===== src/rtl/instruction_fetch_unit_pkg.sv =====
// instruction_fetch_unit_pkg: shared widths, fetch state encodings and instruction field slices
// Contents:
//   ADDR_W / DATA_W / PC_STEP  address width, byte width, PC advance per instruction
//   IW                         instruction word width (three bytes)
//   fetch_state_t              3-bit fetch FSM encodings
//   OPC_LSB / OPA_LSB / OPB_LSB field offsets; the control unit decodes with the same slices
package instruction_fetch_unit_pkg;
    localparam int ADDR_W  = 8;
    localparam int DATA_W  = 8;
    localparam int PC_STEP = 3;
    localparam int IW      = 3 * DATA_W;
    localparam int OPC_LSB = 16;
    localparam int OPA_LSB = 8;
    localparam int OPB_LSB = 0;
    typedef enum logic [2:0] {
        IDLE   = 3'd0,
        ISSUE0 = 3'd1,
        ISSUE1 = 3'd2,
        ISSUE2 = 3'd3,
        LAST   = 3'd4,
        READY  = 3'd5
    } fetch_state_t;
endpackage


===== src/rtl/instruction_fetch_unit_program_counter.sv =====
// program_counter: PC register with absolute load taking priority over the mod-256 increment
// Ports:
//   clk, rst  clock and synchronous active-high reset
//   en, load  absolute PC load
//   inc       advance PC by PC_STEP
//   pc        current PC
module program_counter
    import instruction_fetch_unit_pkg::*;
(
    input  logic              clk,
    input  logic              rst,
    input  logic              en,
    input  logic              inc,
    input  logic [ADDR_W-1:0] load,
    output logic [ADDR_W-1:0] pc
);
    always_ff @(posedge clk)
        if (rst)      pc <= '0;
        else if (en)  pc <= load;
        else if (inc) pc <= pc + ADDR_W'(PC_STEP);
endmodule


===== src/rtl/instruction_fetch_unit.sv =====
// instruction_fetch_unit: fetches a 3-byte instruction from synchronous byte memory into command_word
// Ports:
//   clk, rst                 clock and synchronous active-high reset
//   MAR_load                 latch PC into MAR and start a read (only honoured in IDLE)
//   PC_inc, PC_en, PC_load   PC advance / absolute load (load wins)
//   IR_load                  commit staged word to command_word (only honoured in READY)
//   mem_rdata                memory data, valid the cycle after mem_rd_en
//   mem_addr, mem_rd_en      memory request
//   command_word             instruction register {opcode, op A, op B}
//   ReadyRegFlag             staged word complete and not yet consumed
//   PC_current_value         current PC
//   fetch_busy               read sequence in flight
module instruction_fetch_unit
    import instruction_fetch_unit_pkg::*;
(
    input  logic              clk,
    input  logic              rst,
    input  logic              MAR_load,
    input  logic              PC_inc,
    input  logic              PC_en,
    input  logic [ADDR_W-1:0] PC_load,
    input  logic              IR_load,
    input  logic [DATA_W-1:0] mem_rdata,
    output logic [ADDR_W-1:0] mem_addr,
    output logic              mem_rd_en,
    output logic [IW-1:0]     command_word,
    output logic              ReadyRegFlag,
    output logic [ADDR_W-1:0] PC_current_value,
    output logic              fetch_busy
);
    fetch_state_t      state, state_nx;
    logic [ADDR_W-1:0] mar;
    logic [IW-1:0]     staging;

    program_counter u_pc (
        .clk  (clk),
        .rst  (rst),
        .en   (PC_en),
        .inc  (PC_inc),
        .load (PC_load),
        .pc   (PC_current_value)
    );

    always_comb begin
        state_nx = state;
        case (state)
            IDLE:    state_nx = MAR_load ? ISSUE0 : IDLE;
            ISSUE0:  state_nx = ISSUE1;
            ISSUE1:  state_nx = ISSUE2;
            ISSUE2:  state_nx = LAST;
            LAST:    state_nx = READY;
            READY:   state_nx = IR_load ? IDLE : READY;
            default: state_nx = IDLE;
        endcase
    end

    // Each ISSUE state presents the next byte address; data for the previous issue arrives alongside.
    assign mem_rd_en    = state == ISSUE0 || state == ISSUE1 || state == ISSUE2;
    assign mem_addr     = mar + (state == ISSUE1 ? ADDR_W'(1) : state == ISSUE2 ? ADDR_W'(2) : ADDR_W'(0));
    assign fetch_busy   = mem_rd_en || state == LAST;
    assign ReadyRegFlag = state == READY;

    always_ff @(posedge clk) begin
        if (rst) begin
            state        <= IDLE;
            mar          <= '0;
            staging      <= '0;
            command_word <= '0;
        end else begin
            state <= state_nx;
            if (state == IDLE && MAR_load) mar <= PC_current_value;
            if (state == ISSUE1) staging[OPC_LSB +: DATA_W] <= mem_rdata;
            if (state == ISSUE2) staging[OPA_LSB +: DATA_W] <= mem_rdata;
            if (state == LAST)   staging[OPB_LSB +: DATA_W] <= mem_rdata;
            if (state == READY && IR_load) command_word <= staging;
        end
    end
endmodule

===== config.mk =====
export PLATFORM = sky130hd
export DESIGN_NAME = instruction_fetch_unit
export DESIGN_NICKNAME = d
export VERILOG_FILES = /design/src/rtl/instruction_fetch_unit_pkg.sv /design/src/rtl/instruction_fetch_unit_program_counter.sv /design/src/rtl/instruction_fetch_unit.sv
export SDC_FILE = /design/constraint.sdc
export NUM_CORES = 1
export LEC_CHECK = 0
export ABC_AREA = 1
export CORE_MARGIN = 4
export CORE_UTILIZATION = 40
export CTS_BUF_LIST = sky130_fd_sc_hd__clkbuf_16
export CTS_CLUSTER_SIZE = 20
export DETAILED_ROUTE_END_ITERATION = 6
export PLACE_DENSITY = 0.68
export SETUP_SLACK_MARGIN = 0.05
export SLEW_MARGIN = 20
export SYNTH_ARGS = -nofsm -noshare
export SYNTH_HDL_FRONTEND = slang
export SYNTH_HIERARCHICAL = 1
export SYNTH_SLANG_ARGS = --single-unit

===== constraint.sdc =====
create_clock -name clk -period 2.02 [get_ports clk]
set_input_delay 0.404 -clock clk [delete_from_list [all_inputs] [get_ports clk]]
set_output_delay 0.404 -clock clk [all_outputs]
set_load 0.005 [all_outputs]

==> Changelog: implementation, run 1 <==
## Flow update

- Most common cell after layout, fill and taps aside: nor2_1
- Highest Clock Rate: 0.4341 GHz
- Reg2reg path depth: 8
- Top Layer Used: met4
- Most common cell in the synthesized netlist: nor2_1
- Crit Path Max Fanout: 3
- Source-to-sink clock delay at the later pin of the worst-skew pair: between 300 and 400 ps
- Largest registers: command_word: 24 flops, staging: 24 flops
- Number of antenna violations at the first check in global routing: 0
- Max_slew headroom: a little over two thirds
- Clk pin slew, worst setup/hold paths: 60 ps
- Number of antenna diodes: 0
- P per Cell Area: roughly 850 nW/um^2
- Worst IR drop on VDD: ~0.45 mV
- Post-layout power: 0.003595 W
- Max Cap Viol: 0
- Critical path buffer and inverter count: 4
- Hold Startpoint: staging[22]
- Post-synth tally of flip-flops with integrated enable: 0
- Instance area after placement: 3774 um^2
- Shortest period the worst path allows: around 2300 ps
- Power share of the combinational group: between 15 and 20%
- Final hold slack: roughly 470 ps
- Outcome: finished with violations
- Layout area overhead: 45.92%
- Violations in the final reports: negative setup slack
- Post-route standard cell area excluding fillers: 4247 um^2
- Cell at the slowest stage of the critical path: fa_2
- Top comb family, area: simple AND/OR/NAND/NOR gates
- Critical path startpoint category: register
- Mapped cell area: between 2000 and 3000 um^2
- Fraction of post-synthesis cell area in the top cell type by area: 46.09%
- Leading cell types by count after synthesis: nor2_1 (107), nand2_1 (89), dfxtp_1 (67)
- Post-synthesis area per instance: about 7.0 um^2
- CP startpoint: state[0]
- Hold-critical path depth: 2
- CP Data Required Time: about 1600 ps
- Number of fillers in the final layout: ~600
- Power share of the clock group: 43.3%
- Commonest flop: dfxtp_1
- Number of distinct library cell variants in the gate-level netlist after synthesis: 29
- Nets: ~540
- Total die size: slightly below 9000 um^2
- Layout cell share with drive strength beyond 1: about 17%
- Min-Delay Endpoint: staging[22]
- DRC errors left: 0
- Ys cells: roughly 420
- Proportion of power drawn by flip-flops and latches: between 40% and 50%
- End of the worst register-to-register path: command_word[23]
- Most frequently placed logic cells in the final layout: nor2_1 (102), nand2_1 (88), dfxtp_1 (64)
- Post-detailed-route count of antenna-violating nets: 0
- Pin slew with the least headroom to its limit: 436.4 ps
- Final std cells w/o fill: 611
- Async SR Flop Fraction: 0%
- Final setup skew: about 5.1 ps
- Effective utilization at floorplan: between 40% and 50%
- Top contributor to total power: clock
- Basic-gate share of the synthesized area counting and, or, nand and nor cells: between 30% and 40%
- Syn_nets: 443
- Cell depth of the worst setup path: 9
- Type of the tightest min-delay check: reg2reg
- Fin worst setup slack: -283.5 ps
- Part of the cycle the worst path needs: 114.0%
- Final GP Congestion: 0.7643
- First drt pass iteration count: 5
- Final slew viol count: 0
- HPWL after DPL: between 4 and 5 mm
- Sequential group power: roughly 0.0015 W
- Internal cell power: approximately 0.0027 W
- Post-DR vias/cell: 4.607
- Fraction of the yosys area taken by sequential cells: between 40% and 50%
- R2r startpoint: state[0]
- Sort of element at the end of the critical path: output pin
- Registers, synthesis: between 60 and 70
- Yosys adder share: under 10%
- CP top delay family: buffers and inverters
- Final setup fails: 7
- Met1 wire length: 3.326 mm
- Detail Route met2 WL: ~3.6 mm
- Pin count of the biggest net entering global routing: just under 50
- CP cell instances: buf_6 > nand2_4 > nor2_4 > inv_2 > fa_2 > nor2_4 > buf_6 > xor2_2 > buf_2
- Total overflow reported by the global router: 0
- XOR/XNOR Area Share: under 10%
- Clock group power: between 0.0015 and 0.002 W
- Number of cells upsized or downsized after cts: 53
- Detailed router's first-iteration violation count: 110
- Synth area leader: dfxtp_1
- Static leakage: approximately 2.0 nW
- Total met3 wirelength after detailed routing: 331 um
- Switching part of the total power: 26.22%
- Die Ht: 93.30 um
- Capture point of the critical path: mem_addr[4]
- Signal arrival time at the worst endpoint: around 1900 ps
- Clock tree from TritonCTS: built
- CTS H-Tree Depth: 3
- CP Class: reg2out
- Ranking of synthesized cells by area: dfxtp_1 (46%), nor2_1 (14%), nand2_1 (11%)
- Number of buffers inserted for hold repair after clock tree synthesis: 0
- YS warnings: 6
- Core footprint: 6944 um^2
- Horizontal die size: between 90 and 100 um
- Synthesized chip area reported by yosys: slightly below 3000 um^2
- Post-synthesis share of cell area spent on and-or and or-and gates: under 10%
- Setup slack of the most critical reg-to-reg path: about 620 ps
- Number of buffers inserted by post-CTS setup repair: 8
- Global-route wire length before repair: between 10 and 15 mm
- Clock Tree Root: clkbuf_16
- Largest stage delay, worst path: between 300 and 400 ps
- Hold violation count in the final report: 0
- Setup repair after global routing missed its margin: yes
[run 1: kinds of logic after synthesis]
family	after synthesis
flip-flops	67
adder cells (fa/ha/maj)	4
AND/OR/NAND/NOR	222
AND-OR/OR-AND	50
buffers and inverters	67
XOR/XNOR	7
[run 1: final cells by class]
type                            instances  area (um^2)  share of cell area (%)
Timing Repair Buffer                   95        884.6                   20.83
Inverter                               54        206.4                   4.862
Tap cell                               96        120.1                   2.829
Sequential cell                        67         1348                   31.73
Multi-Input combinational cell        283         1388                   32.68
Clock inverter                          7        75.07                   1.768
Clock buffer                            9        225.2                   5.303
[run 1: per-stage QoR]
stage	setup TNS [ps]	setup WS, ps
after detailed placement	-2074	-433.6
after floorplan	0	38.50
after global placement	-1639	-335.4
after global routing	-1884	-376.3
final	-1291	-283.5
after CTS	-1431	-293.7
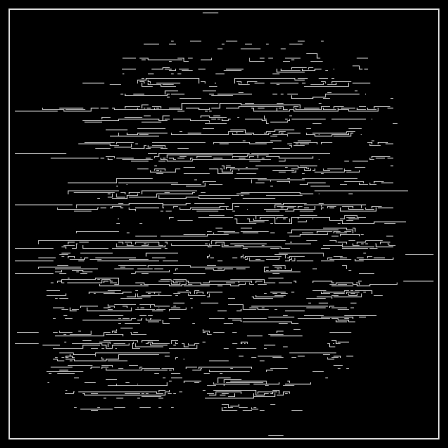
(run_1/m1.png)
- nets with wire on the layer: 492
- main direction: horizontal
- share of all routed wire: 45%
DR vias: 2815
routing usage on met1: 22.02%
sum of routed wire length over all layers: 7.424 mm

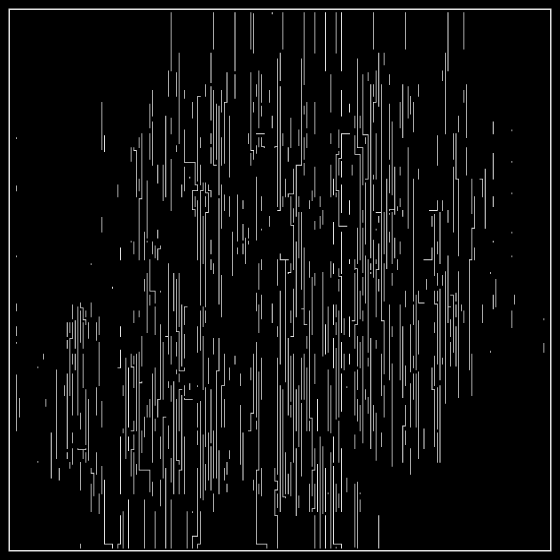
(run_1/m2.png)
- nets with wire on the layer: 410
- longest straight run: 40.8 um
- wire length on this layer: 3620 um
met2 usage: 29.18%

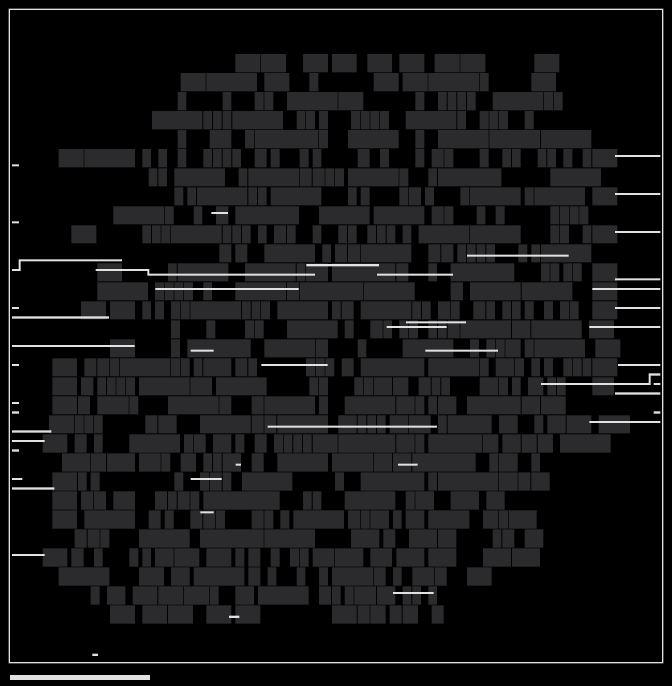
(run_1/m3.png)
Bar = 20 um. Cells faint in the background.
- wire length on this layer: 332 um
- share of all routed wire: 4.5%
- main direction: horizontal
- nets with wire on the layer: 40
- longest straight run: 23.9 um
Global Route met3 Usage: 3.540%

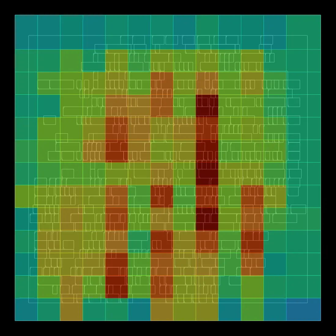
(run_1/congestion_map.png)
final core utilization: 61.15%
GRT Total Usage: 17.71%
global routing's busiest layer: met2
detailed-route wire length per cell: 12.15 um

==> run 1 -> run 2 <==
--- a/config.mk
+++ b/config.mk
@@ -12,6 +12,7 @@
 export CTS_CLUSTER_SIZE = 20
 export DETAILED_ROUTE_END_ITERATION = 6
 export PLACE_DENSITY = 0.68
+export REMOVE_ABC_BUFFERS = 1
 export SETUP_SLACK_MARGIN = 0.05
 export SLEW_MARGIN = 20
 export SYNTH_ARGS = -nofsm -noshare
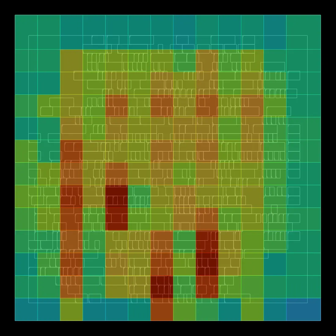
(run_2/congestion_map.png)
routing usage on met1: 21.41%
Global Route met3 Usage: 4.907%
met2 usage: 28.47%
final core utilization: 61.08%
GRT Total Usage: 17.42%

==> run 2 against run 1 <==
  * The run still ends with negative setup slack left
  * Clock power increased by 5%
  * Sequential power about the same
  * Sequential share of layout area barely moved
  * Clock skew is 0.99 ps higher
  * Die size did not move
  * Core utilization is 0.072 points lower
  * First-iteration DRC count rose by 1.8%
  * Flip-flop count stayed put
  * Global-route usage decreased by 0.29 points
  * Power increased by 1.4%
  * Cell area is 0.12% lower
  * Synthesized cell count stayed put
  * Critical path type unchanged
==> Changelog: implementation, run 2 <==
## Flow update

- Outcome: finished with violations
- Violations in the final reports: negative setup slack
- Ys cells: about 420
- Final hold slack: about 470 ps
- Power share of the clock group: between 40 and 50%
- Shortest period the worst path allows: 2438 ps
- Sort of element at the end of the critical path: output pin
- Source-to-sink clock delay at the later pin of the worst-skew pair: roughly 330 ps
- DRC errors left: 0
- Number of antenna diodes: 0
- First drt pass iteration count: 4
- Pin slew with the least headroom to its limit: between 400 and 500 ps
- Fraction of the yosys area taken by sequential cells: between 40% and 50%
- Horizontal die size: 93.30 um
- Layout cell share with drive strength beyond 1: approximately 17%
- Post-synth tally of flip-flops with integrated enable: 0
- Proportion of power drawn by flip-flops and latches: 40.4%
- Synthesized chip area reported by yosys: about 2900 um^2
- Post-route standard cell area excluding fillers: ~4200 um^2
- Hold Startpoint: staging[16]
- Post-synthesis share of cell area spent on and-or and or-and gates: between 9 and 10%
- Combinational power: around 0.00053 W
- Critical path startpoint category: register
- Setup slack of the most critical reg-to-reg path: roughly 590 ps
- YS warnings: 6
- Switching part of the total power: between 20% and 30%
- Sequential group power: around 0.0015 W
- Hold-critical path depth: 2
- Final setup fails: 7
- Effective utilization at floorplan: roughly two fifths
- Ranking of synthesized cells by area: dfxtp_1 (46%), nor2_1 (14%), nand2_1 (11%)
- Leading cell types by count after synthesis: nor2_1 (107), nand2_1 (89), dfxtp_1 (67)
- CP startpoint: state[2]
- Power share of the combinational group: around 14%
- Part of the cycle the worst path needs: 120.7%
- P per Cell Area: roughly 860 nW/um^2
- Detailed router's first-iteration violation count: roughly 110
- Number of distinct library cell variants in the gate-level netlist after synthesis: 29
- Total net switching power: 0.0009047 W
- Top contributor to total power: clock
- Setup repair after global routing missed its margin: yes
- Basic-gate share of the synthesized area counting and, or, nand and nor cells: between 30 and 40%
- Commonest flop: dfxtp_1
- Number of fillers in the final layout: around 620
- Layout area overhead: 45.74%
- Post-layout power: approximately 0.0036 W
- CP Class: reg2out
- Largest registers: command_word: 24 flops, staging: 24 flops
- Critical path buffer and inverter count: 5
- Signal arrival time at the worst endpoint: 2030 ps
- Pre-CTS WS: -538.3 ps
- Logic area: between 1000 and 1500 um^2
- Number of antenna violations at the first check in global routing: 0
- CTS H-Tree Depth: 3
- Via count of the first global-routing pass: 2771
- Fraction of post-synthesis cell area in the top cell type by area: a little under half
- Top comb family, area: simple AND/OR/NAND/NOR gates
- Detail Route met2 WL: 3.467 mm
- Global routing's busiest layer: met2
- XOR/XNOR Area Share: 2.107%
- Total die size: 8704 um^2
- Hold violation count in the final report: 0
- Reg2reg path depth: 6
- Registers, synthesis: 67
- Sum of routed wire length over all layers: a little over 7 mm
- Number of buffers inserted for hold repair after clock tree synthesis: 0
- Mapped cell area: just under 3000 um^2
- Detailed-route wire length per cell: ~12 um
- Global-route wire length before repair: about 12 mm
- Largest stage delay, worst path: 360 ps
- Post-synthesis area per instance: roughly 7 um^2
- Mux cell area share: 0%
- Max_slew headroom: between 70% and 80%
- Internal cell power: 0.002741 W
- Sum of negative setup slack: -1580 ps
- Clk pin slew, worst setup/hold paths: around 60 ps
- Min-Delay Endpoint: staging[16]
- CP cell instances: buf_6 > nor2_4 > buf_4 > inv_2 > fa_2 > nor2_2 > buf_4 > nand3_4 > xor2_1 > buf_2
- Met1 wire length: 3.251 mm
- Final slew viol count: 0
- Static leakage: between 2 and 2.5 nW
- Top Layer Used: met4
- HPWL after DPL: 4.670 mm
- Final GP Congestion: around 0.83
- Area of all sequential standard cells: ~1300 um^2
- Synth area leader: dfxtp_1
- Most common cell after layout, fill and taps aside: nor2_1
- Cell depth of the worst setup path: 10
- Clock buffer depth: 2
- Most frequently placed logic cells in the final layout: nor2_1 (102), nand2_1 (88), dfxtp_1 (64)
- Post-DR vias/cell: approximately 4.5
- Pin count of the biggest net entering global routing: 51
- Max Cap Viol: 0
- DR vias: 2769
- Worst IR drop on VDD: approximately 0.46 mV
- Crit Path Max Fanout: 3
- Highest Clock Rate: a little over 0.4 GHz
- Type of the tightest min-delay check: reg2reg
- Final std cells w/o fill: slightly above 600
- Fin worst setup slack: -418.4 ps
- Core footprint: 6944 um^2
- Total overflow reported by the global router: 0
- Async SR Flop Fraction: 0%
- Number of buffers created by CTS: 9
- Instance area after placement: ~3700 um^2
- Clock Tree Root: clkbuf_16
- Nets: 537
- Post-detailed-route count of antenna-violating nets: 0
- CP Data Required Time: about 1600 ps
- R2r startpoint: state[0]
- Cell at the slowest stage of the critical path: fa_2
- Clock group power: between 0.0015 and 0.002 W
- Most common cell in the synthesized netlist: nor2_1
- CP top delay family: buffers and inverters
- Capture point of the critical path: mem_addr[6]
- Total met3 wirelength after detailed routing: ~270 um
- Die Ht: ~93 um
- Final setup skew: just over 6 ps
- Clock tree from TritonCTS: built
- End of the worst register-to-register path: mar[0]
- Number of primary I/O pins: about 65
- Yosys adder share: under 10%
[run 2: cell counts after synthesis]
Identical to the previous run, type by type.
[run 2: kinds of logic (layout without fill, tap and decap cells)]
logic type,Yosys count,count (layout)
AND-OR/OR-AND,50,50
XOR/XNOR,7,7
adder cells (fa/ha/maj),4,4
buffers and inverters,67,166
flip-flops,67,67
AND/OR/NAND/NOR,222,222
[run 2: cell type report]
cell class,instances,area share [%]
clock inverters,7,2.153
clock buffers,9,5.310
repair buffers,96,20.77
flip-flops and latches,67,31.77
inverters,54,4.808
well taps,96,2.832
multi-input cells,283,32.36
[run 2: timing repair]
item / CTS / global route
endpoints found under the setup margin: 11 / 9
pin swaps: 7 / 9
gates resized: 53 / 10
buffers inserted: 12 / 4
No activity file was given, so power comes from the tool's default toggle rates.
